Design axi_burst_rd_master, sky130hd; sources not shown.
==> run_1/final_congestion.png <==
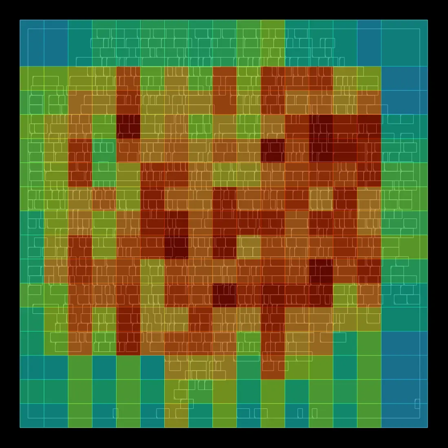
Total GRT Usage: 28.50%
GR peak layer: met2
met3 GRT Util: 6.540%

==> run_1/metal_stack.png <==
Bar = 20 um.
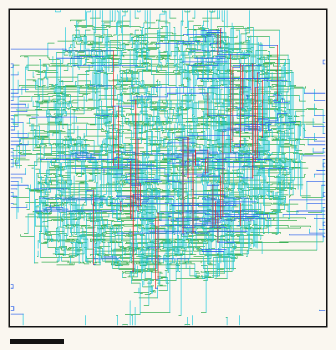
| color | layer | wire length |
|---|---|---|
| green | met1 | 8300 um |
| cyan | met2 | 9180 um |
| red | met4 | 728 um |
| blue | met3 | 1760 um |
WL final: 19.96 mm
WL per Instance: 18.14 um
DR vias: 6681

==> run_1/gate_families.png <==
Bar = 20 um.
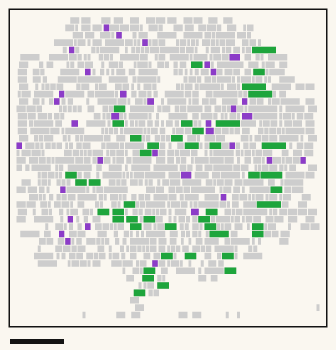
| color | family | cells |
|---|---|---|
| purple | AND and OR gates | 34 |
| green | adder and majority cells | 46 |
Comb/total area: 55.26%
Layout Cells excl Fill: 1100

==> out/qor.yml, run 1 <==
run_status:
  status: "finished with violations"
  violations: "setup timing"
synth:
  ys_sh_xor_pct: 3.520
  yosysChipArea_mm2: 0.005723
  ys_warn_count: 0
  edf_count: 0
  common_cells: "91 x nand2_1, 82 x nor2_1, 64 x dfxtp_1"
  top_area_cell: "dfxtp_1"
  yosysTopAreaCellShare_pct: 22.39
  synthSimpleGateAreaFrac_pct: 24.92
  ys.flop_type: "dfxtp_1"
  mux_share_pct: 0.5466
  syn-cell-area_mm2: 0.005723
  ys_seq_share_pct: 22.39
  yosysUniqueCellTypes: 74
critical_path:
  cp_common_cell: "buf_4"
  reg2reg_depth: 23
  worstPathArrival_ns: 4.42
  timing.critical_path.required_ns: 4.34
layout:
  inverters: 38
  clkCellAreaFrac_pct: 3.760
  clockBufferCount: 11
  antenna_cells: 0
  nNonClkBuffers: 177
  nFillCells: 1067
  buffer_area_share_pct: 20.04
  logic_area_mm2: 0.004339
  seq_share_pct: 16.38
  finish.utilization_pct: 62.73
  layout.comb_gates.multi_input: 635
cts:
  tritoncts: "built"
  holdBufCountCts: 0
  htreeDepth: 3
global_route:
  grt_pass1_vias: 6118
  grt_first_pass_wirelength_mm: 29.93
pwr:
  swShare_pct: 38.70
  p_leak_uw: 0.003086
  p_clk_share_pct: 25.6
  clk-power_uw: 756
  p_seq_uw: 734
  power_density_mw_per_mm2: 376.6
die:
  row_count: 41
  initial_core_util_pct: 45.72
timing:
  relSlewSlack_pct: 37.48
  rsz0062_at_grt: "yes"
  holdWs_ns: 0.3026
  setup_viol: 7
  fin_ws_ns: -0.07515
routing:
  wl_met1_mm: 8.296
  routed_via_density: 6.074
hold_path:
  min_path_type: "reg -> reg"
place:
  place_ws_ns: -0.2424
run:
  drv_cap: 0
--- run 2 (diff from run 1) ---
--- a/config.mk
+++ b/config.mk
@@ -5,7 +5,6 @@
 export SDC_FILE = /design/constraint.sdc
 export NUM_CORES = 1
 export LEC_CHECK = 0
-export CAP_MARGIN = 20
 export CORE_MARGIN = 2
 export CORE_UTILIZATION = 45
 export CTS_CLUSTER_SIZE = 16
==> run_2/zoom.png <==
Bar = 5 um. Region (48, 72) to (68, 92) um. Cells in gray, sequential cells in the stronger gray; small squares are vias.
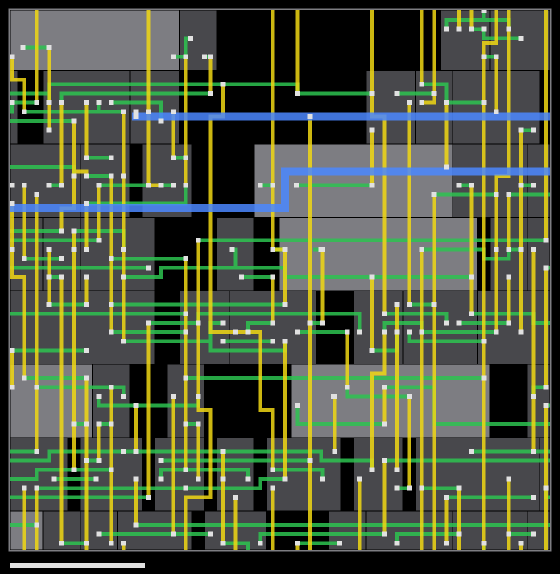
| color | layer |
|---|---|
| green | met1 |
| yellow | met2 |
| blue | met3 |
cells with their middle in the window: 41
most frequent: nand2_1 (6), o21ai_0 (5), dfxtp_1 (4)
sequential cells in the window: 4

==> run_2/registers.png <==
Bar = 20 um.
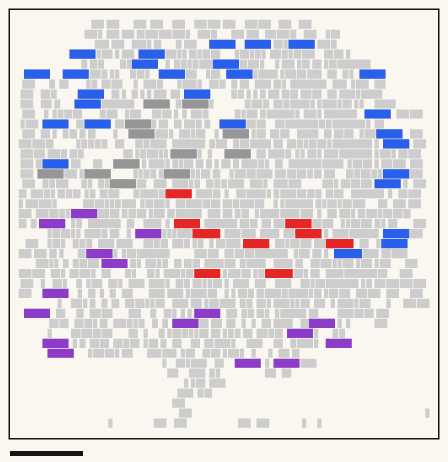
| color | name in the netlist | placed flops |
|---|---|---|
| red | blen_q | 9 |
| purple | rem_q | 16 |
| blue | axi_araddr | 27 |
P_seq: 734 uW
post-layout util: 62.73%
flop share of the area: 16.38%
Reg area: 0.001286 mm^2

==> out/qor.yml, run 2 <==
layout:
  layout.comb_gates.multi_input: 635
  buffer_area_share_pct: 20.04
  stdcell_count: 1100
  nFillCells: 1067
  antenna_cells: 0
  clockBufferCount: 11
  nNonClkBuffers: 177
  logic_area_mm2: 0.004339
  inverters: 38
  clkCellAreaFrac_pct: 3.760
  comb_area_share_pct: 55.26
  final_area_mm2: 0.007853
synth:
  ys.flop_type: "dfxtp_1"
  ys_sh_xor_pct: 3.520
  ys_seq_share_pct: 22.39
  syn_inst: 785
  syn-cell-area_mm2: 0.005723
  mux_share_pct: 0.5466
  top_area_cell: "dfxtp_1"
  common_cells: "91 x nand2_1, 82 x nor2_1, 64 x dfxtp_1"
  ys_warn_count: 0
  edf_count: 0
  synthSimpleGateAreaFrac_pct: 24.92
  yosysTopAreaCellShare_pct: 22.39
  yosysChipArea_mm2: 0.005723
  yosysUniqueCellTypes: 74
place:
  hpwl_mm: 13.16
  portBuffers: 92
  place_ws_ns: -0.2424
critical_path:
  cp_common_cell: "buf_4"
  start_kind: "register"
  path_buffers: 5
  r2r_setup_slack_ns: -0.08
  path_delay_family: "AND-OR/OR-AND gates"
  reg2reg_depth: 23
  slowest_delay_ns: 0.38
  critPathSlowestCell: "fa_2"
  worstPathArrival_ns: 4.42
  timing.critical_path.required_ns: 4.34
run_status:
  violations: "setup timing"
  status: "finished with violations"
die:
  initial_core_util_pct: 45.72
  pin_count: 130
  row_count: 41
  die_area_mm2: 0.01364
timing:
  setup_viol: 7
  slew_violations: 0
  relSlewSlack_pct: 37.48
  rsz0062_at_grt: "yes"
  holdWs_ns: 0.3026
  fin_ws_ns: -0.07515
  setup_tns_ns: -0.2208
global_route:
  grt_usage_pct: 28.50
  grt_max_degree: 82
  busiest_layer: "met2"
  grtUsageMet3_pct: 6.540
  grt_pass1_vias: 6118
  grt_first_pass_wirelength_mm: 29.93
pwr:
  power_density_mw_per_mm2: 376.6
  clk-power_uw: 756
  p_switching_uw: 1145
  ir_drop_uv: 290.2
  swShare_pct: 38.70
  p_leak_uw: 0.003086
  p_clk_share_pct: 25.6
routing:
  via_count: 6681
  wl_met1_mm: 8.296
  drc_errors: 0
  routed_via_density: 6.074
  wire_per_inst_um: 18.14
  routed_wl_mm: 19.96
cts:
  cts_root_buf: "clkbuf_16"
  tritoncts: "built"
  holdBufCountCts: 0
  htreeDepth: 3
run:
  drv_cap: 0
hold_path:
  min_path_type: "reg -> reg"
==> run_2/gate_families.png <==
Bar = 20 um.
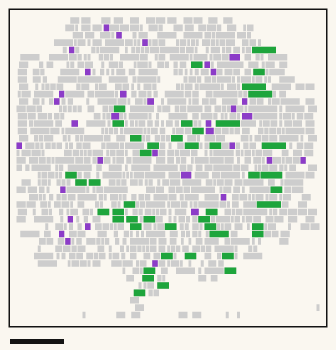

==> run_2/final_congestion.png <==
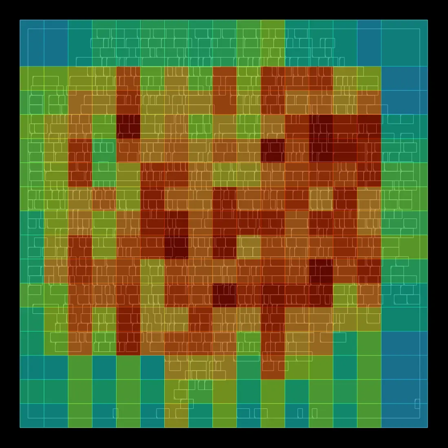

--- run 3 (diff from run 2) ---
--- a/config.mk
+++ b/config.mk
@@ -6,11 +6,11 @@
 export NUM_CORES = 1
 export LEC_CHECK = 0
 export CORE_MARGIN = 2
-export CORE_UTILIZATION = 45
+export CORE_UTILIZATION = 47
 export CTS_CLUSTER_SIZE = 16
 export DETAILED_ROUTE_END_ITERATION = 8
 export MAX_ROUTING_LAYER = met4
-export PLACE_DENSITY = 0.84
+export PLACE_DENSITY = 0.86
 export SLEW_MARGIN = 5
 export SYNTH_ARGS = -nofsm -noshare
 export SYNTH_HDL_FRONTEND = slang
==> run_3/final_congestion.png <==
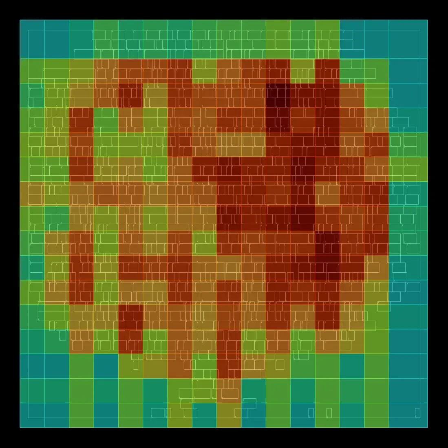
WL per Instance: 18.81 um
met2 GRT Util: 45.48%
post-layout util: 65.97%
Total GRT Usage: 29.72%
met1 GRT Util: 38.59%

==> run_3/zoom.png <==
Bar = 5 um. Region (47, 70) to (67, 90) um. Cells in gray, sequential cells in the stronger gray; small squares are vias.
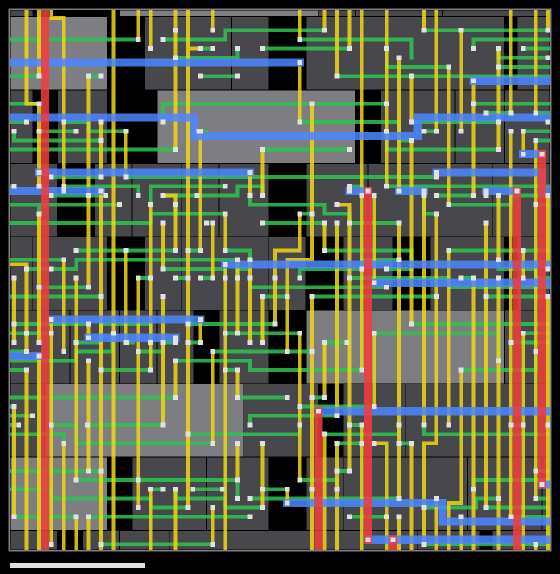
| color | layer |
|---|---|
| yellow | met2 |
| red | met4 |
| blue | met3 |
| green | met1 |
cells with their middle in the window: 39
sequential cells in the window: 3
most frequent: buf_4 (5)

==> run_3/gate_families.png <==
Bar = 20 um.
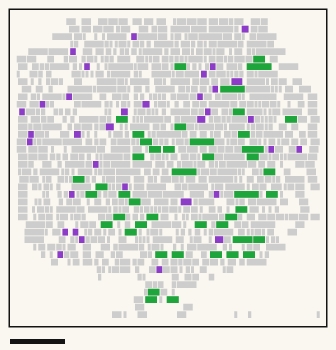
Layout Cells excl Fill: 1079
Comb/total area: 55.72%
Commonest Layout Cell: clkdlybuf4s50_1

==> out/qor.yml, run 3 <==
layout:
  nNonClkBuffers: 179
  seq_share_pct: 16.28
  buffer_area_share_pct: 20.07
  antenna_cells: 0
  logic_area_mm2: 0.004397
  layout.comb_gates.multi_input: 635
  inverters: 38
  seqCellArea_mm2: 0.001285
  clockBufferCount: 11
  clkCellAreaFrac_pct: 3.789
die:
  row_count: 40
  die_area_mm2: 0.01307
  initial_core_util_pct: 47.85
routing:
  drc_errors: 0
  routed_wl_mm: 20.30
  routed_via_density: 6.385
  via_count: 6889
run_status:
  violations: "setup timing"
  status: "finished with violations"
timing:
  setup_tns_ns: -1.222
  holdWs_ns: 0.3123
  fin_ws_ns: -0.2584
  setup_viol: 9
  rsz0062_at_grt: "yes"
  slew_violations: 0
synth:
  ys_sh_xor_pct: 3.520
  syn-cell-area_mm2: 0.005723
  top_area_cell: "dfxtp_1"
  mux_share_pct: 0.5466
  yosysTopAreaCellShare_pct: 22.39
  yosysUniqueCellTypes: 74
  syn_inst: 785
  yosysChipArea_mm2: 0.005723
  ys_warn_count: 0
  ys.flop_type: "dfxtp_1"
critical_path:
  path_buffers: 2
  r2r_setup_slack_ns: -0.26
  slowest_delay_ns: 0.38
  reg2reg_depth: 21
  worstPathArrival_ns: 4.67
  start_kind: "register"
  timing.critical_path.required_ns: 4.42
cts:
  htreeDepth: 3
  tritoncts: "built"
  holdBufCountCts: 0
  cts_root_buf: "clkbuf_16"
place:
  hpwl_mm: 13.09
  place_ws_ns: -0.2667
  portBuffers: 92
pwr:
  power_density_mw_per_mm2: 379.7
  swShare_pct: 39.30
  p_clk_share_pct: 25.2
  ir_drop_uv: 209.5
  clk-power_uw: 756
  p_switching_uw: 1178
  p_leak_uw: 0.003133
global_route:
  grt_pass1_vias: 6161
  grt_first_pass_wirelength_mm: 30.43
  grtUsageMet3_pct: 6.035
  busiest_layer: "met2"
hold_path:
  min_path_type: "reg -> reg"
run:
  drv_cap: 0
Power figures rest on the tool's default switching activity, not on a simulated workload.
